File: src/rtl/local_mem_cfg_pkg.sv
// Local-memory interface configuration shared by the write-ack converters.
// Supplies the default Avalon-MM burst count width.
package local_mem_cfg_pkg;

   // Avalon-MM burstcount width of the local memory ports.
   localparam int LOCAL_MEM_BURST_CNT_WIDTH = 7;

endpackage : local_mem_cfg_pkg

File: src/rtl/ofs_asp_pkg.sv
// ASP-level shared types: per-channel pending-word counter and error status.
package ofs_asp_pkg;

   // Default width of a per-channel pending word-ack counter.
   localparam int WR_ACK_CNT_WIDTH = 10;

   typedef logic [WR_ACK_CNT_WIDTH-1:0] wr_ack_cnt_t;

   // Sticky error status of one write-ack channel.
   typedef struct packed {
      logic overflow;
      logic zero_burst;
   } wr_ack_err_t;

   // Full per-channel status view (counter plus error flags).
   typedef struct packed {
      wr_ack_cnt_t cnt;
      wr_ack_err_t err;
   } wr_ack_ch_status_t;

endpackage : ofs_asp_pkg

File: src/rtl/wr_ack_word_cnt_ch.sv
// Single write-ack channel: turns one burst write-ack into burstcnt word acks,
// paced by the consumer's ready. Optional input register and pass-through mode.
module wr_ack_word_cnt_ch
   import ofs_asp_pkg::*;
#(
   parameter int BURSTCNT_WIDTH = 7,
   parameter int CNT_WIDTH      = 10,
   parameter int REG_INPUT      = 1,
   parameter int PASS_THRU      = 0
) (
   input  logic                      clk,
   input  logic                      reset_n,
   input  logic [BURSTCNT_WIDTH-1:0] i_burstcnt,
   input  logic                      i_ack_in,
   input  logic                      i_ack_ready,
   input  logic                      i_err_clr,
   output logic                      o_ack_out,
   output logic [CNT_WIDTH-1:0]      o_cnt,
   output logic                      o_ack_q,
   output logic                      o_ovf_err,
   output logic                      o_zb_err
);

   // Saturation ceiling expressed at the widened (CNT_WIDTH+1) arithmetic width.
   localparam logic [CNT_WIDTH:0] CNT_MAX = {1'b0, {CNT_WIDTH{1'b1}}};

   logic                      w_ack_q;
   logic [BURSTCNT_WIDTH-1:0] w_bc_q;

   // ---- input stage (p0) ----
   generate
      if (REG_INPUT != 0) begin : g_reg_in
         logic                      r_ack_q_p0;
         logic [BURSTCNT_WIDTH-1:0] r_bc_q_p0;

         // Capture the burst ack and its burst count one cycle ahead of the counter.
         always_ff @(posedge clk or negedge reset_n) begin
            if (!reset_n) begin
               r_ack_q_p0 <= 1'b0;
               r_bc_q_p0  <= '0;
            end else begin
               r_ack_q_p0 <= i_ack_in;
               r_bc_q_p0  <= i_burstcnt;
            end
         end

         assign w_ack_q = r_ack_q_p0;
         assign w_bc_q  = r_bc_q_p0;
      end else begin : g_comb_in
         assign w_ack_q = i_ack_in;
         assign w_bc_q  = i_burstcnt;
      end
   endgenerate

   // ---- counter stage (p1) ----
   logic [CNT_WIDTH-1:0] r_cnt;
   wr_ack_err_t          r_err;

   logic                 w_fire;
   logic                 w_zero_bc;
   logic                 w_zb_evt;
   logic                 w_ovf_evt;
   logic [CNT_WIDTH:0]   w_add;
   logic [CNT_WIDTH:0]   w_sum;
   logic [CNT_WIDTH-1:0] w_cnt_nxt;

   // Word-ack issue, add/subtract at one extra bit, then saturate the result.
   always_comb begin
      w_zero_bc = (w_bc_q == '0);
      w_zb_evt  = w_ack_q & w_zero_bc;
      w_add     = '0;
      if (w_ack_q && !w_zero_bc) begin
         w_add = {{(CNT_WIDTH+1-BURSTCNT_WIDTH){1'b0}}, w_bc_q};
      end

      // Pass-through mirrors the input stage and never touches the counter.
      if (PASS_THRU != 0) begin
         w_fire = w_ack_q;
      end else begin
         w_fire = (r_cnt != '0) & i_ack_ready;
      end

      // Adding the new burst and retiring a word in the same cycle both count.
      w_sum     = {1'b0, r_cnt} + w_add - {{CNT_WIDTH{1'b0}}, w_fire};
      w_ovf_evt = 1'b0;
      w_cnt_nxt = w_sum[CNT_WIDTH-1:0];
      if (PASS_THRU != 0) begin
         w_cnt_nxt = '0;
      end else if (w_sum > CNT_MAX) begin
         w_ovf_evt = 1'b1;
         w_cnt_nxt = CNT_MAX[CNT_WIDTH-1:0];
      end
   end

   // Pending word counter; reset discards any outstanding word acks.
   always_ff @(posedge clk or negedge reset_n) begin
      if (!reset_n) begin
         r_cnt <= '0;
      end else begin
         r_cnt <= w_cnt_nxt;
      end
   end

   // Sticky error flags; a fresh event in the clear cycle keeps the flag set.
   always_ff @(posedge clk or negedge reset_n) begin
      if (!reset_n) begin
         r_err <= '0;
      end else begin
         r_err.overflow   <= (r_err.overflow   & ~i_err_clr) | w_ovf_evt;
         r_err.zero_burst <= (r_err.zero_burst & ~i_err_clr) | w_zb_evt;
      end
   end

   assign o_ack_out = w_fire;
   assign o_cnt     = r_cnt;
   assign o_ack_q   = w_ack_q;
   assign o_ovf_err = r_err.overflow;
   assign o_zb_err  = r_err.zero_burst;

endmodule : wr_ack_word_cnt_ch

File: src/rtl/avmm_wr_ack_burst_to_word_mc.sv
// Multi-channel burst-to-word write-ack converter: one independent
// wr_ack_word_cnt_ch per channel plus a shared idle indication.
module avmm_wr_ack_burst_to_word_mc
   import local_mem_cfg_pkg::*;
   import ofs_asp_pkg::*;
#(
   parameter int NUM_CH         = 2,
   parameter int BURSTCNT_WIDTH = LOCAL_MEM_BURST_CNT_WIDTH,
   parameter int CNT_WIDTH      = WR_ACK_CNT_WIDTH,
   parameter int REG_INPUT      = 1,
   parameter int PASS_THRU      = 0
) (
   input  logic                         clk,
   input  logic                         reset_n,
   input  logic [NUM_CH*BURSTCNT_WIDTH-1:0] burstcnt,
   input  logic [NUM_CH-1:0]            per_burst_write_ack_in,
   input  logic [NUM_CH-1:0]            ack_ready,
   output logic [NUM_CH-1:0]            per_word_write_ack_out,
   output logic [NUM_CH*CNT_WIDTH-1:0]  pending_cnt,
   input  logic                         err_clr,
   output logic [NUM_CH-1:0]            overflow_err,
   output logic [NUM_CH-1:0]            zero_burst_err,
   output logic                         idle
);

   logic [NUM_CH-1:0] w_ack_q;

   generate
      for (genvar c = 0; c < NUM_CH; c++) begin : g_ch
         wr_ack_word_cnt_ch #(
            .BURSTCNT_WIDTH (BURSTCNT_WIDTH),
            .CNT_WIDTH      (CNT_WIDTH),
            .REG_INPUT      (REG_INPUT),
            .PASS_THRU      (PASS_THRU)
         ) u_ch (
            .clk         (clk),
            .reset_n     (reset_n),
            .i_burstcnt  (burstcnt[c*BURSTCNT_WIDTH +: BURSTCNT_WIDTH]),
            .i_ack_in    (per_burst_write_ack_in[c]),
            .i_ack_ready (ack_ready[c]),
            .i_err_clr   (err_clr),
            .o_ack_out   (per_word_write_ack_out[c]),
            .o_cnt       (pending_cnt[c*CNT_WIDTH +: CNT_WIDTH]),
            .o_ack_q     (w_ack_q[c]),
            .o_ovf_err   (overflow_err[c]),
            .o_zb_err    (zero_burst_err[c])
         );
      end
   endgenerate

   // Idle once every counter is empty and no burst ack sits in an input stage.
   assign idle = ~(|pending_cnt) & ~(|w_ack_q);

endmodule : avmm_wr_ack_burst_to_word_mc

File: config.mk
export PLATFORM = sky130hd
export DESIGN_NAME = avmm_wr_ack_burst_to_word_mc
export DESIGN_NICKNAME = d
export VERILOG_FILES = /design/src/rtl/local_mem_cfg_pkg.sv /design/src/rtl/ofs_asp_pkg.sv /design/src/rtl/wr_ack_word_cnt_ch.sv /design/src/rtl/avmm_wr_ack_burst_to_word_mc.sv
export SDC_FILE = /design/constraint.sdc
export NUM_CORES = 1
export LEC_CHECK = 0
export CAP_MARGIN = 40
export CORE_ASPECT_RATIO = 1.2
export CORE_MARGIN = 5
export CORE_UTILIZATION = 45
export CTS_CLUSTER_SIZE = 14
export DETAILED_ROUTE_END_ITERATION = 7
export PLACE_DENSITY = 0.72
export SETUP_SLACK_MARGIN = 0.3
export SLEW_MARGIN = 20
export SYNTH_ARGS = -nofsm -noshare
export SYNTH_HDL_FRONTEND = slang
export SYNTH_SLANG_ARGS = --single-unit
File: constraint.sdc
create_clock -name clk -period 7.6 [get_ports clk]
set_clock_uncertainty 0.15 [all_clocks]
set_input_delay 1.52 -clock clk [delete_from_list [all_inputs] [get_ports clk]]
set_output_delay 1.52 -clock clk [all_outputs]
set_load 0.1 [all_outputs]
==> flow_summary.json <==
{
  "status": "finished, final reports clean",
  "htreeDepth": 2,
  "setup.worst_path.class": "in -> out",
  "clkCellAreaFrac_pct": 2.68,
  "inverters": 57,
  "netlist_instances": 281,
  "path_delay_family": "buffers and inverters",
  "tightestPinTransition_ns": 0.500,
  "syn-cell-area_um2": 2600,
  "ys_cells": 281,
  "arrival_ns": 2.85,
  "worst-r2r-setup-slack_ns": 3.88,
  "ant_nets": 0,
  "setup-tns-final_ns": 0,
  "comb-cell-share_pct": 36.2,
  "place.gp.congestion": 0.880,
  "synth_warnings": 0,
  "drt_wl_total_um": 5590,
  "setup_slack_ns": 3.08,
  "layout_top_cell": "inv_1",
  "setup_viol": 0,
  "layout_top_cells": "57 x inv_1, 46 x clkdlybuf4s50_1, 40 x dfrtp_1",
  "synthAdderAreaFrac_pct": 18.9,
  "fp_nets": 340,
  "comb_cells": 173,
  "cts_tree": "yes",
  "dp_cells": 409,
  "largest_reg_flops": 20,
  "wl_met1_um": 2490,
  "initCoreUtil_pct": 46.2,
  "final_util_pct": 64.6
}
Figure 1. Power grid.
Bar = 20 µm. Pins as bars on the die edge. Tap cells in grey.
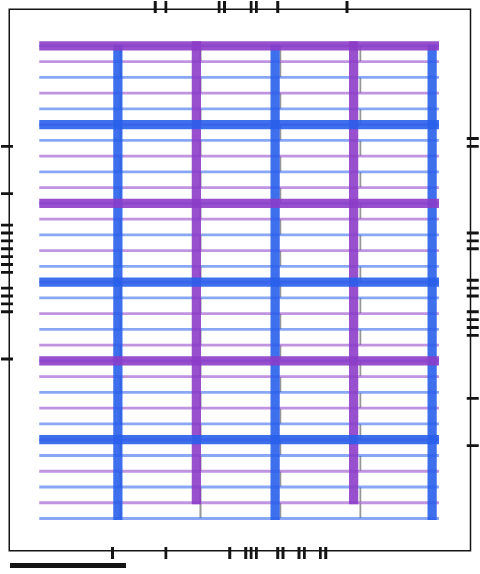
- VSS: blue
- VDD: purple
- tap cells: 64
- met1 rails: 31
- signal pins: 48
- met4 straps: 5

Figure 2. Placement by cell class.
Bar = 20 µm.
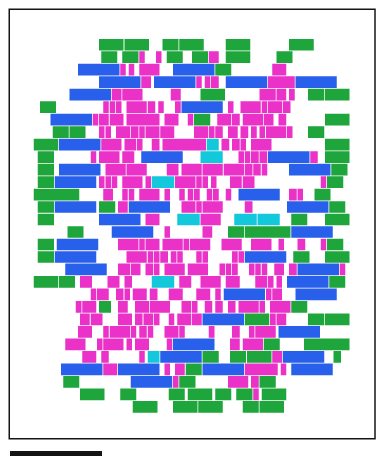
- combinational and other logic: magenta (cells 230; share of their area 43%)
- flops: blue (cells 40; share of their area 28%)
- clock drivers and dummy loads: cyan (cells 8; share of their area 2.7%)
- other buffers and delay cells: green (cells 76; share of their area 26%)

Figure 3. Routed clock nets over the placement.
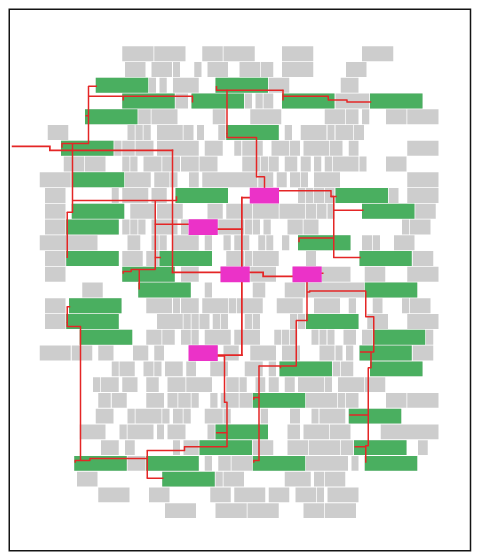
- flip-flops: green (count 40)
- clock drivers: magenta (count 5)
- clock wires: red (length 502 µm)
- flops lie: all over the die

